File: config.mk
export PLATFORM = sky130hd
export DESIGN_NAME = adc128s022_emulator
export DESIGN_NICKNAME = d
export VERILOG_FILES = /design/src/rtl/adc128s022_emulator.sv
export SDC_FILE = /design/constraint.sdc
export NUM_CORES = 1
export LEC_CHECK = 0
export CAP_MARGIN = 20
export CORE_MARGIN = 2
export CORE_UTILIZATION = 45
export CTS_CLUSTER_SIZE = 16
export DETAILED_ROUTE_END_ITERATION = 10
export DONT_BUFFER_PORTS = 1
export MAX_ROUTING_LAYER = met4
export SYNTH_ARGS = -nofsm -noshare
export SYNTH_HDL_FRONTEND = slang
export SYNTH_SLANG_ARGS = --single-unit
File: constraint.sdc
create_clock -name clk -period 2.95 [get_ports clk]
set_clock_uncertainty 0.1 [all_clocks]
set_input_delay 0.59 -clock clk [delete_from_list [all_inputs] [get_ports clk]]
set_output_delay 0.59 -clock clk [all_outputs]
set_load 0.03 [all_outputs]
File: src/rtl/adc128s022_emulator.sv
// ============================================================================
// Module  : adc128s022_emulator
// Brief   : SPI-slave model of the ADC128S022 8-channel 12-bit ADC, clocked by clk.
// Revision: 1.0
// ============================================================================
`default_nettype none

module adc128s022_emulator #(
   parameter int         SyncStages   = 2,
   parameter logic [2:0] ResetChannel = 3'd0
) (
   input  logic        clk,
   input  logic        rst_n,
   input  logic [95:0] ch_data,
   input  logic        adc_cs_n,
   input  logic        adc_sclk,
   input  logic        adc_din,
   output logic        adc_dout,
   output logic [2:0]  conv_addr,
   output logic        frame_done,
   output logic        frame_abort
);

   localparam logic [1:0] S_IDLE  = 2'd0;
   localparam logic [1:0] S_SHIFT = 2'd1;
   localparam logic [1:0] S_WRAP  = 2'd2;

   logic [SyncStages-1:0] cs_sync_q, sclk_sync_q, din_sync_q;
   logic                  cs_prev_q, sclk_prev_q;

   logic [1:0]  state_q, state_d;
   logic [4:0]  bit_cnt_q, bit_cnt_d;
   logic [15:0] shreg_q, shreg_d;
   logic [2:0]  addr_sh_q, addr_sh_d;
   logic [2:0]  next_addr_q, next_addr_d;
   logic [2:0]  conv_addr_q, conv_addr_d;
   logic        done_q, done_d;
   logic        abort_q, abort_d;

   logic        w_cs_s, w_sclk_s, w_din_s;
   logic        w_cs_fall, w_cs_rise, w_sclk_fall, w_sclk_rise;
   logic [4:0]  w_cnt_inc;
   logic [11:0] w_ch [8];

   genvar k;
   generate
      for (k = 0; k < 8; k++) begin : g_ch
         assign w_ch[k] = ch_data[12*k +: 12];
      end
   endgenerate

   // Chains reset to the idle pin levels so releasing reset never fakes an edge
   always_ff @(posedge clk or negedge rst_n) begin
      if (!rst_n) begin
         cs_sync_q   <= '1;
         sclk_sync_q <= '1;
         din_sync_q  <= '0;
         cs_prev_q   <= 1'b1;
         sclk_prev_q <= 1'b1;
      end else begin
         cs_sync_q   <= {cs_sync_q[SyncStages-2:0], adc_cs_n};
         sclk_sync_q <= {sclk_sync_q[SyncStages-2:0], adc_sclk};
         din_sync_q  <= {din_sync_q[SyncStages-2:0], adc_din};
         cs_prev_q   <= cs_sync_q[SyncStages-1];
         sclk_prev_q <= sclk_sync_q[SyncStages-1];
      end
   end

   assign w_cs_s      = cs_sync_q[SyncStages-1];
   assign w_sclk_s    = sclk_sync_q[SyncStages-1];
   assign w_din_s     = din_sync_q[SyncStages-1];
   assign w_cs_fall   = cs_prev_q & ~w_cs_s;
   assign w_cs_rise   = ~cs_prev_q & w_cs_s;
   assign w_sclk_fall = sclk_prev_q & ~w_sclk_s;
   assign w_sclk_rise = ~sclk_prev_q & w_sclk_s;
   assign w_cnt_inc   = bit_cnt_q + 5'd1;

   always_comb begin
      state_d     = state_q;
      bit_cnt_d   = bit_cnt_q;
      shreg_d     = shreg_q;
      addr_sh_d   = addr_sh_q;
      next_addr_d = next_addr_q;
      conv_addr_d = conv_addr_q;
      done_d      = 1'b0;
      abort_d     = 1'b0;
      case (state_q)
         S_IDLE: begin
            shreg_d = '0;
            if (w_cs_fall) begin
               conv_addr_d = next_addr_q;
               shreg_d     = {4'b0000, w_ch[next_addr_q]};
               bit_cnt_d   = '0;
               addr_sh_d   = '0;
               state_d     = S_SHIFT;
            end
         end
         S_SHIFT: begin
            if (w_cs_rise) begin
               shreg_d = '0;
               abort_d = 1'b1;
               state_d = S_IDLE;
            end else if (w_sclk_rise) begin
               bit_cnt_d = w_cnt_inc;
               if (w_cnt_inc >= 5'd3 && w_cnt_inc <= 5'd5)
                  addr_sh_d = {addr_sh_q[1:0], w_din_s};
               if (w_cnt_inc == 5'd16) begin
                  next_addr_d = addr_sh_q;
                  done_d      = 1'b1;
                  state_d     = S_WRAP;
               end
            end else if (w_sclk_fall && bit_cnt_q != 5'd0 && bit_cnt_q <= 5'd15) begin
               shreg_d = {shreg_q[14:0], 1'b0};
            end
         end
         S_WRAP: begin
            if (w_cs_rise) begin
               shreg_d = '0;
               state_d = S_IDLE;
            end else if (w_sclk_fall) begin
               conv_addr_d = next_addr_q;
               shreg_d     = {4'b0000, w_ch[next_addr_q]};
               bit_cnt_d   = '0;
               addr_sh_d   = '0;
               state_d     = S_SHIFT;
            end
         end
         default: begin
            shreg_d = '0;
            state_d = S_IDLE;
         end
      endcase
   end

   always_ff @(posedge clk or negedge rst_n) begin
      if (!rst_n) begin
         state_q     <= S_IDLE;
         bit_cnt_q   <= '0;
         shreg_q     <= '0;
         addr_sh_q   <= '0;
         next_addr_q <= ResetChannel;
         conv_addr_q <= ResetChannel;
         done_q      <= 1'b0;
         abort_q     <= 1'b0;
      end else begin
         state_q     <= state_d;
         bit_cnt_q   <= bit_cnt_d;
         shreg_q     <= shreg_d;
         addr_sh_q   <= addr_sh_d;
         next_addr_q <= next_addr_d;
         conv_addr_q <= conv_addr_d;
         done_q      <= done_d;
         abort_q     <= abort_d;
      end
   end

   // The shift register MSB is the pin, so reset and idle force dout low together
   assign adc_dout    = shreg_q[15];
   assign conv_addr   = conv_addr_q;
   assign frame_done  = done_q;
   assign frame_abort = abort_q;

endmodule

`default_nettype wire

==> Changelog: implementation <==
## Implementation

- Die X-Extent: 81.61 um
- Sequential cell area in the final layout: between 0.001 and 0.0015 mm^2
- Average wire per standard cell: 17.06 um
- Overall overflow remaining after global route: 0
- Slack of the worst reg-to-reg path: approximately 340 ps
- Combinational share of power: 17.9%
- Via count: 1989
- Predominant post-synthesis flop cell: sky130_fd_sc_hd__dfrtp_1
- Status: finished, final reports clean
- Endpoint class of the critical path: flip-flop
- Cell types occupying the most area after synthesis: sky130_fd_sc_hd__dfrtp_1 33%, sky130_fd_sc_hd__mux2i_1 17%, sky130_fd_sc_hd__a22oi_1 6.4%
- Number of cells in Yosys stat: 263
- DRT met1 WL: 2328 um
- CP Launch Type: flip-flop
- Int Pwr: slightly below 0.001 W
- Vias in the first global route: about 1800
- Required time of the critical path: between 3000 and 4000 ps
- Post-synth ARST share: 100.0%
- Clk sink count: between 40 and 50
- Met1 routing resource usage after global routing: 20.18%
- Setup Fix Bufs, Post-CTS: 0
- Sequential cell fraction of total power: 50.2%
- TritonCTS buffer count: 5
- Yosys top cell area share: between 30% and 40%
- Data arrival time of the critical path: approximately 2700 ps
- Top metal layer carrying routed signals: met4
- Clock tree from TritonCTS: built
- HPWL after detailed placement: roughly 4400 um
- Routed WL: about 5700 um
- M3 GR Usage: under 10%
- Deepest clock path buffer count: 2
- H-tree levels: 2
- P&R area growth vs syn: 5.909%
- N_diodes: 0
- Distinct cell type count of the synthesized netlist: around 49
- Proportion of synthesized chip area in sequential cells: between 30 and 40%
- Placer's final routability congestion estimate: 0.8580
- Source of the critical timing path: bit_cnt_q[0]$_DFFE_PN0P_
- VDD IR-drop max: 354.2 uV
- Proportion of layout cells with a drive suffix above 1: around 14%
- Largest area contributor in the netlist: sky130_fd_sc_hd__dfrtp_1
- Final setup slack of the worst path: 344.4 ps
- Post-CTS resize count: 0
- Site Rows: 28
- Start-to-end type of the worst setup path: flip-flop to flip-flop
- Switch share: 27.45%
- Yosys warnings: 0
- Number of flops mapped to enable cells by yosys: 0
- Highest attainable clock frequency: 0.3838 GHz
- Global-route layer with the greatest usage: met2
- Crit-path max FO: 7
- Sum Neg Setup Slack: 0 ps
- Hold WC Path Type: input port to async pin
- Relative contribution of the clock network to total power: between 30% and 40%
- Cell with the most instances after synthesis: sky130_fd_sc_hd__mux2i_1
- Top cells by count, synth: 45 x sky130_fd_sc_hd__mux2i_1, 36 x sky130_fd_sc_hd__dfrtp_1, 28 x sky130_fd_sc_hd__nand2_1, 23 x sky130_fd_sc_hd__a22oi_1
- Number of iterations in the first detailed-routing pass: 4
- Total power after layout: ~0.0014 W
- Worst r2r src: bit_cnt_q[0]$_DFFE_PN0P_
- Reg clk slew, reported paths: about 80 ps
- Relative max-transition margin: roughly 45%
- Setup repair after global routing missed its margin: false
- Net count after synthesis: 368
- Net Sw Power: between 0.0003 and 0.0004 W
- Clock period minus final worst setup slack: around 2600 ps
- Pre-CTS setup slack: between 300 and 400 ps
- Number of routed nets with antenna violations: 0
- Terminus of the critical flop-to-flop path: next_addr_q[0]$_DFFE_PN0P_
- Final Hold Fails: 0
- Synthesized area: roughly 0.0027 mm^2
- Avg Cell Area, Syn: roughly 10 um^2
[power groups by stage]
stage	Sequential [W]	Clock [W]	Combinational, W
global placement	0.000694	0	0.000231
global route	0.000696	0.000479	0.000280
detailed placement	0.000696	0	0.000232
finish	0.000685	0.000435	0.000245
CTS	0.000685	0.000453	0.000246
floorplan	0.000677	0	0.000202
[cells by family after synthesis]
group	count (synthesis)	share of synthesized area (%)
compound gates	71	19.30
simple gates	68	13.16
mux	54	21.61
flops	42	39.06
buf+inv	22	4.385
fa+ha+maj	4	1.847
xor+xnor	2	0.6465
[final cells by class]
class	instances	area share [%]
Sequential cell	42	36.92
Clock buffer	7	2.659
Timing Repair Buffer	4	1.918
Tap cell	75	3.269
Inverter	6	0.7847
Clock inverter	1	1.046
Multi-Input combinational cell	199	53.40
[stage by stage]
step,cells,area [um^2]
floorplan,263,2710
global placement,324,2736
detailed placement,324,2736
CTS,333,2863
global route,334,2870
finish,334,2870
[worst max-delay path, cell delays in order, from the launching register on]
cell,delay (ps)
sky130_fd_sc_hd__dfrtp_1,450
sky130_fd_sc_hd__ha_1,290
sky130_fd_sc_hd__and3_2,230
sky130_fd_sc_hd__ha_1,300
sky130_fd_sc_hd__or4_4,550
sky130_fd_sc_hd__or2_4,280
sky130_fd_sc_hd__mux2_4,300
[state kept, by name, indices dropped and copies added, names as in the netlist, 2 cells and up]
| register | count |
|---|---|
| addr_sh_q | 3 |
| bit_cnt_q | 5 |
| conv_addr | 3 |
| cs_sync_q | 2 |
| din_sync_q | 2 |
| next_addr_q | 3 |
| sclk_sync_q | 2 |
| shreg_q | 16 |
| state_q | 2 |
Fig. 1: power grid
Bar = 20 um. Pins as bars on the die edge. Tap cells in gray.
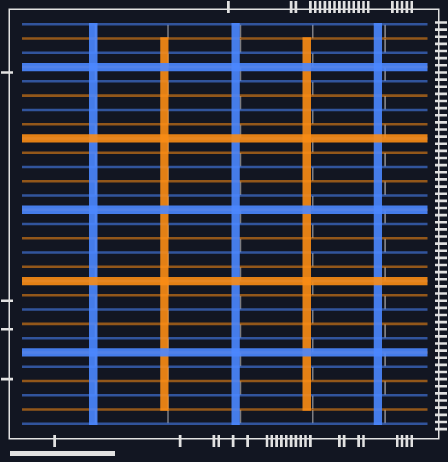
Key: orange = VDD; blue = VSS
5 straps on met5. 75 tap cells. 107 signal pins sit on the boundary.

Fig. 2: clock distribution
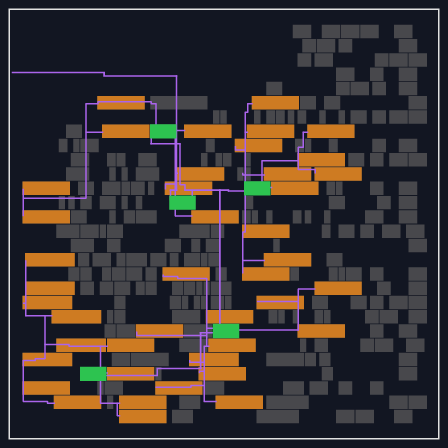
Key: purple = clock wires [length 487 um]; green = clock drivers [count 5]; orange = flip-flops [count 42]
There are 6 routed clock nets.

Power is estimated from default activity; no workload was simulated.
